===== src/rtl/aes_pkg.sv =====
// Shared AES definitions for the key-schedule sequencer and its g function:
// round-constant parameters, GF(2^8) helpers and the sequencer state type.
package aes_pkg;

   localparam logic [7:0] AES_RCON_INIT = 8'h01;
   localparam logic [7:0] AES_RCON_POLY = 8'h1B;
   localparam int         AES_NUM_RK    = 11;

   typedef enum logic [0:0] {
      KX_IDLE = 1'b0,
      KX_EMIT = 1'b1
   } aes_kx_state_t;

   // Multiply by x in GF(2^8) modulo the AES polynomial.
   function automatic logic [7:0] xtime(input logic [7:0] r);
      return {r[6:0], 1'b0} ^ (r[7] ? AES_RCON_POLY : 8'h00);
   endfunction

   // General GF(2^8) product, shift-and-add over the bits of b.
   function automatic logic [7:0] gf_mul(input logic [7:0] a, input logic [7:0] b);
      logic [7:0] acc;
      logic [7:0] sh;
      acc = 8'h00;
      sh  = a;
      for (int i = 0; i < 8; i++) begin
         if (b[i]) begin
            acc = acc ^ sh;
         end else begin
            acc = acc;
         end
         sh = xtime(sh);
      end
      return acc;
   endfunction

endpackage


===== src/rtl/g_function.sv =====
// AES key-schedule g function: RotWord, SubWord and round-constant XOR.
// The S-box is computed as the GF(2^8) inverse (a^254, zero maps to zero)
// followed by the AES affine transform, so no lookup table is needed.
module g_function
   import aes_pkg::*;
(
   input  logic [31:0] w_in,
   input  logic [31:0] rcon_in,
   output logic [31:0] g_out
);

   // S-box for one byte: inverse by square-and-multiply, then affine map.
   function automatic logic [7:0] sbox(input logic [7:0] a);
      logic [7:0] p;
      logic [7:0] inv;
      p   = a;
      inv = 8'h01;
      for (int i = 1; i < 8; i++) begin
         p   = gf_mul(p, p);
         inv = gf_mul(inv, p);
      end
      return inv ^ {inv[6:0], inv[7]} ^ {inv[5:0], inv[7:6]}
                 ^ {inv[4:0], inv[7:5]} ^ {inv[3:0], inv[7:4]} ^ 8'h63;
   endfunction

   logic [31:0] rot_s;

   // Rotate left by one byte, substitute each byte, then add the round constant.
   always_comb begin
      rot_s = {w_in[23:0], w_in[31:24]};
      g_out = {sbox(rot_s[31:24]), sbox(rot_s[23:16]),
               sbox(rot_s[15:8]),  sbox(rot_s[7:0])} ^ rcon_in;
   end

endmodule


===== src/rtl/aes_key_expand.sv =====
// Iterative AES-128 key-schedule sequencer. Loads a cipher key and streams
// round keys rk0..rk10 over a valid/ready handshake, one per cycle when the
// consumer is ready. Optional round-key store enabled by the macro
// AES_KEY_EXPAND_CACHE_EN (adds rd_idx / rd_data / cache_valid).
module aes_key_expand
   import aes_pkg::*;
#(
   parameter int NUM_ROUNDS = 10
) (
   input  logic         clk,
   input  logic         rst_n,
   input  logic         key_valid,
   output logic         key_ready,
   input  logic [127:0] key_in,
   output logic         rk_valid,
   input  logic         rk_ready,
   output logic [127:0] rk_data,
   output logic [3:0]   rk_idx,
   output logic         rk_last,
   output logic         busy
`ifdef AES_KEY_EXPAND_CACHE_EN
   ,
   input  logic [3:0]   rd_idx,
   output logic [127:0] rd_data,
   output logic         cache_valid
`endif
);

   localparam logic [3:0] LAST_IDX = 4'(NUM_ROUNDS);

   aes_kx_state_t state_q, state_d;
   logic [127:0]  w_q, w_d;
   logic [3:0]    idx_q, idx_d;
   logic [7:0]    rcon_q, rcon_d;
   logic          rk_valid_q, rk_valid_d;
   logic          rk_last_q, rk_last_d;
   logic          busy_q, busy_d;
   logic          key_ready_q, key_ready_d;

   logic          rk_hs_s;
   logic          key_acc_s;
   logic [31:0]   g_out_s;
   logic [127:0]  next_w_s;

   g_function u_g (
      .w_in    (w_q[31:0]),
      .rcon_in ({rcon_q, 24'h000000}),
      .g_out   (g_out_s)
   );

   // Next round key: each word chains off the freshly updated word before it.
   always_comb begin
      next_w_s[127:96] = w_q[127:96] ^ g_out_s;
      next_w_s[95:64]  = w_q[95:64]  ^ next_w_s[127:96];
      next_w_s[63:32]  = w_q[63:32]  ^ next_w_s[95:64];
      next_w_s[31:0]   = w_q[31:0]   ^ next_w_s[63:32];
   end

   // Sequencer: load a key in IDLE, advance one round per accepted round key.
   always_comb begin
      state_d   = state_q;
      w_d       = w_q;
      idx_d     = idx_q;
      rcon_d    = rcon_q;
      key_acc_s = 1'b0;
      rk_hs_s   = 1'b0;
      case (state_q)
         KX_IDLE: begin
            if (key_valid) begin
               key_acc_s = 1'b1;
               w_d       = key_in;
               idx_d     = 4'd0;
               rcon_d    = AES_RCON_INIT;
               state_d   = KX_EMIT;
            end else begin
               state_d   = KX_IDLE;
            end
         end
         KX_EMIT: begin
            if (rk_ready) begin
               rk_hs_s = 1'b1;
               if (idx_q == LAST_IDX) begin
                  // Final key stays on rk_data; only the state moves.
                  state_d = KX_IDLE;
               end else begin
                  w_d    = next_w_s;
                  idx_d  = idx_q + 4'd1;
                  rcon_d = xtime(rcon_q);
               end
            end else begin
               state_d = KX_EMIT;
            end
         end
         default: begin
            state_d = KX_IDLE;
         end
      endcase
   end

   // Output flags are precomputed from the next state so they leave flops.
   always_comb begin
      rk_valid_d  = (state_d == KX_EMIT);
      busy_d      = (state_d == KX_EMIT);
      key_ready_d = (state_d == KX_IDLE);
      rk_last_d   = (state_d == KX_EMIT) && (idx_d == LAST_IDX);
   end

   // State and datapath registers; reset abandons any partial schedule.
   always_ff @(posedge clk or negedge rst_n) begin
      if (!rst_n) begin
         state_q     <= KX_IDLE;
         w_q         <= 128'd0;
         idx_q       <= 4'd0;
         rcon_q      <= AES_RCON_INIT;
         rk_valid_q  <= 1'b0;
         rk_last_q   <= 1'b0;
         busy_q      <= 1'b0;
         key_ready_q <= 1'b1;
      end else begin
         state_q     <= state_d;
         w_q         <= w_d;
         idx_q       <= idx_d;
         rcon_q      <= rcon_d;
         rk_valid_q  <= rk_valid_d;
         rk_last_q   <= rk_last_d;
         busy_q      <= busy_d;
         key_ready_q <= key_ready_d;
      end
   end

   assign key_ready = key_ready_q;
   assign rk_valid  = rk_valid_q;
   assign rk_data   = w_q;
   assign rk_idx    = idx_q;
   assign rk_last   = rk_last_q;
   assign busy      = busy_q;

`ifdef AES_KEY_EXPAND_CACHE_EN
   logic [127:0] store_q [AES_NUM_RK];
   logic [127:0] store_d [AES_NUM_RK];
   logic [127:0] rd_data_q, rd_data_d;
   logic         cache_valid_q, cache_valid_d;

   // Capture every emitted round key; readback is a registered lookup.
   always_comb begin
      store_d = store_q;
      if (rk_hs_s) begin
         store_d[idx_q] = w_q;
      end else begin
         store_d = store_q;
      end
      if (rd_idx < 4'(AES_NUM_RK)) begin
         rd_data_d = store_q[rd_idx];
      end else begin
         rd_data_d = 128'd0;
      end
      if (key_acc_s) begin
         cache_valid_d = 1'b0;
      end else if (rk_hs_s && (idx_q == LAST_IDX)) begin
         cache_valid_d = 1'b1;
      end else begin
         cache_valid_d = cache_valid_q;
      end
   end

   // Round-key store, read register and completeness flag.
   always_ff @(posedge clk or negedge rst_n) begin
      if (!rst_n) begin
         for (int i = 0; i < AES_NUM_RK; i++) begin
            store_q[i] <= 128'd0;
         end
         rd_data_q     <= 128'd0;
         cache_valid_q <= 1'b0;
      end else begin
         store_q       <= store_d;
         rd_data_q     <= rd_data_d;
         cache_valid_q <= cache_valid_d;
      end
   end

   assign rd_data     = rd_data_q;
   assign cache_valid = cache_valid_q;
`endif

endmodule


===== config.mk =====
export PLATFORM = sky130hd
export DESIGN_NAME = aes_key_expand
export DESIGN_NICKNAME = d
export VERILOG_FILES = /design/src/rtl/aes_pkg.sv /design/src/rtl/g_function.sv /design/src/rtl/aes_key_expand.sv
export SDC_FILE = /design/constraint.sdc
export NUM_CORES = 2
export LEC_CHECK = 0
export CAP_MARGIN = 20
export CORE_UTILIZATION = 35
export DETAILED_ROUTE_END_ITERATION = 10
export GPL_ROUTABILITY_DRIVEN = 1
export SETUP_SLACK_MARGIN = 0.05
export SKIP_LAST_GASP = 1
export SLEW_MARGIN = 20
export SYNTH_ARGS = -nofsm -noshare
export SYNTH_HDL_FRONTEND = slang
export SYNTH_HIERARCHICAL = 1
export SYNTH_SLANG_ARGS = --single-unit

===== constraint.sdc =====
create_clock -name clk -period 34.9 [get_ports clk]
set_input_delay 3.49 -clock clk [delete_from_list [all_inputs] [get_ports clk]]
set_output_delay 3.49 -clock clk [all_outputs]
set_load 0.01 [all_outputs]

==> notes.org <==
#+TITLE: Synthesis and PnR summary

** Run status
- The run finished with clean final reports.

** CTS
- Number of sinks on the clock net :: 143
- Buffers inserted by post-CTS timing repair :: 0
- Looking at the clock tree report, the maximum root-to-sink buffer count equals 2.
- Num CTS Buffers :: 17
- CTS tree :: yes

** Synthesis
- Yosys warning total :: 6
- Post-synthesis average cell area :: 7.42 um^2
- Sorting the Yosys area breakdown by cell type puts at the top sky130_fd_sc_hd__xnor2_1.
- For this run, the chip area from Yosys synthesis comes to 69400 um^2.
- Post-synth seq share :: 0.0516
- Count of flip-flops with a built-in enable after synthesis :: 0

** Min path
- The most critical min-delay path falls under reg -> reg.

** Setup path
- Top Family by Delay on Critical Path :: XOR/XNOR gates
- CP Capture Point :: rk_data[13]
- The worst register-to-register path depth is 63.
- For this run, the slowest stage of the critical path takes 0.89 ns.
- CP Max Fanout :: 26

** GRT
- Entering global routing, the biggest net connects 82 pins.
- Wire length of the first global-routing pass :: 372 mm

** Finish
- Most frequent standard cell in the layout excluding fill and tap cells :: sky130_fd_sc_hd__xnor2_1

** Drt
- Number of nets with antenna violations after detailed routing :: 0

** Placement
- As logged by OpenROAD, the buffers inserted on ports number 267.
- In this run, placement finished with an instance count of 11900.

** Flow run
- In this run the tools logged warnings totalling 27.

** Final timing
- Adding up every negative setup slack in the final design gives 0 ns.
-- flip-flops by register name, summed over array words and instances, names as in the netlist --
register / flops
busy: 1
key_ready: 1
rcon_q: 8
rk_data: 128
rk_idx: 4
rk_last: 1
-- worst min-delay path by stage --
stage	to	cells after the start	slack, ns
floorplan	rcon_q[5]	2	0.48
global placement	rk_data[29]	1	0.48
detailed placement	rk_data[29]	1	0.48
CTS	rk_data[29]	1	0.49
global route	rk_data[29]	1	0.53
finish	rk_data[29]	1	0.49
-- per-stage QoR --
step,utilization,worst slack (ns)
global route,0.385,11.32
global placement,0.382,13.39
finish,0.385,12.86
detailed placement,0.382,13.20
floorplan,-,17.50
CTS,0.385,13.16
-- worst register-to-register path, delay by kind of cell, from the launching register on --
kind | cells | cell delay (ns)
and+or+nand+nor | 12 | 2.63
adders and majority gates | 3 | 1.50
buffers and inverters | 2 | 0.66
muxes | 4 | 1.35
xor gates and xnor gates | 28 | 10.66
DFF | 1 | 0.89
AOI/OAI and AO/OA | 14 | 4.33
-- cell usage after synthesis, types with 62 or more instances --
cell type	n
sky130_fd_sc_hd__inv_1	89
sky130_fd_sc_hd__nand3_1	222
sky130_fd_sc_hd__xnor2_2	104
sky130_fd_sc_hd__nor2_1	1298
sky130_fd_sc_hd__a211oi_1	185
sky130_fd_sc_hd__o22ai_1	124
sky130_fd_sc_hd__nand2_1	1002
sky130_fd_sc_hd__nor2b_1	75
sky130_fd_sc_hd__o211ai_1	71
sky130_fd_sc_hd__nand2b_1	73
sky130_fd_sc_hd__xnor2_1	1647
sky130_fd_sc_hd__a31oi_1	103
sky130_fd_sc_hd__nor3_1	262
sky130_fd_sc_hd__xnor3_1	288
sky130_fd_sc_hd__a21oi_1	551
sky130_fd_sc_hd__buf_2	189
sky130_fd_sc_hd__xor3_1	62
sky130_fd_sc_hd__o21ai_0	405
sky130_fd_sc_hd__xor2_1	500
sky130_fd_sc_hd__clkbuf_1	381
sky130_fd_sc_hd__mux2i_1	240
sky130_fd_sc_hd__dfrtp_1	141
-- logic make-up (layout without fill, tap and decap cells) --
group,Yosys count,in the layout,synth area share
adders and majority gates,31,31,0.00555
DFF,143,143,0.0516
AOI/OAI and AO/OA,2141,2141,0.205
buffers and inverters,775,699,0.0478
muxes,289,289,0.0429
xor gates and xnor gates,2693,2693,0.440
other,1,27,0.0000540
and+or+nand+nor,3284,3284,0.207
-- final cells by class --
class	count	area share
Multi-Input combinational cell	8462	0.832
Timing Repair Buffer	553	0.0638
Sequential cell	143	0.0472
Tap cell	2640	0.0435
Clock buffer	18	0.00565
Inverter	114	0.00563
Clock inverter	14	0.00237
Antenna cell	3	0.0000988
-- routing by layer --
| layer | routed length (um) | up-vias | track usage |
|---|---|---|---|
| met5 | 0 | - | 0 |
| li1 | - | 32500 | - |
| met3 | 14000 | 380 | 0.0189 |
| met2 | 114000 | 2626 | 0.385 |
| met1 | 100000 | 32700 | 0.297 |
| met4 | 10700 | 0 | 0.103 |
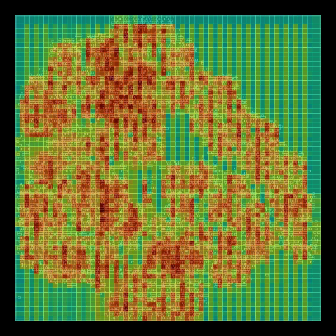
(images/congestion_map.png)
Overall Global Routing Usage: 0.229
routing layer with the top usage in global route: met2
routed wire length per instance: 20.0 um
met3 Usage GRT: 0.0189
met2 usage: 0.385

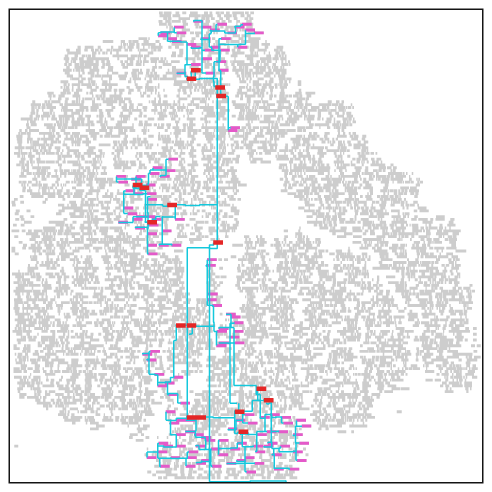
(images/clock_wires.png)
[flip-flops] magenta | count: 143
[clock-net drivers] red | count: 17
[clock wires] cyan | length: 3090 um
routed clock nets	18
largest clock skew in the final design: 0.0248 ns

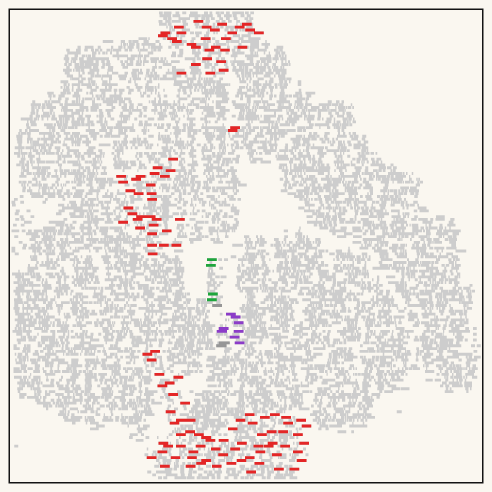
(images/ff_map.png)
Other sequential cells in the stronger grey, the rest of the logic in the fainter grey.
signal	colour	placed flops
rk_data	red	128
rk_idx	green	4
rcon_q	purple	8
not coloured	3
Seq/total area: 0.0472
sequential cell area in the final layout: 3580 um^2
post-route core utilization: 0.385

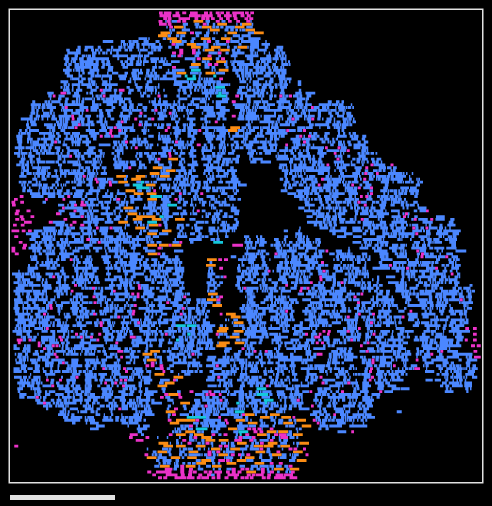
(images/class_map.png)
Scale bar: 100 um.
class	colour	cells
registers	orange	143
clock drivers and dummy loads	cyan	32
remaining logic cells	blue	8576
remaining buffers and delay cells	magenta	553
summed area of non-filler cells in the final layout: 76000 um^2
floorplan row count: 163
Core Footprint: 197000 um^2

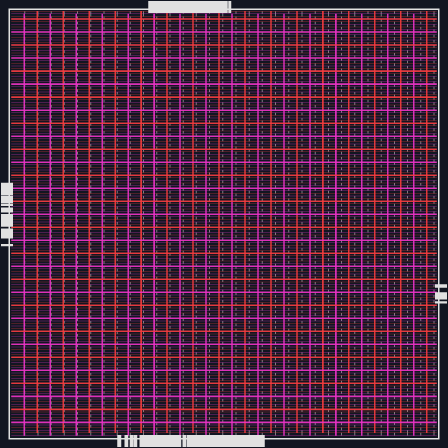
(images/floorplan.png)
Pins as bars on the die edge. Tap cells in grey.
net	colour
VDD	red
VSS	magenta
rows	163
met1 rails	164
signal pins	268
floorplan die height: 447 um
die outline width: 447 um

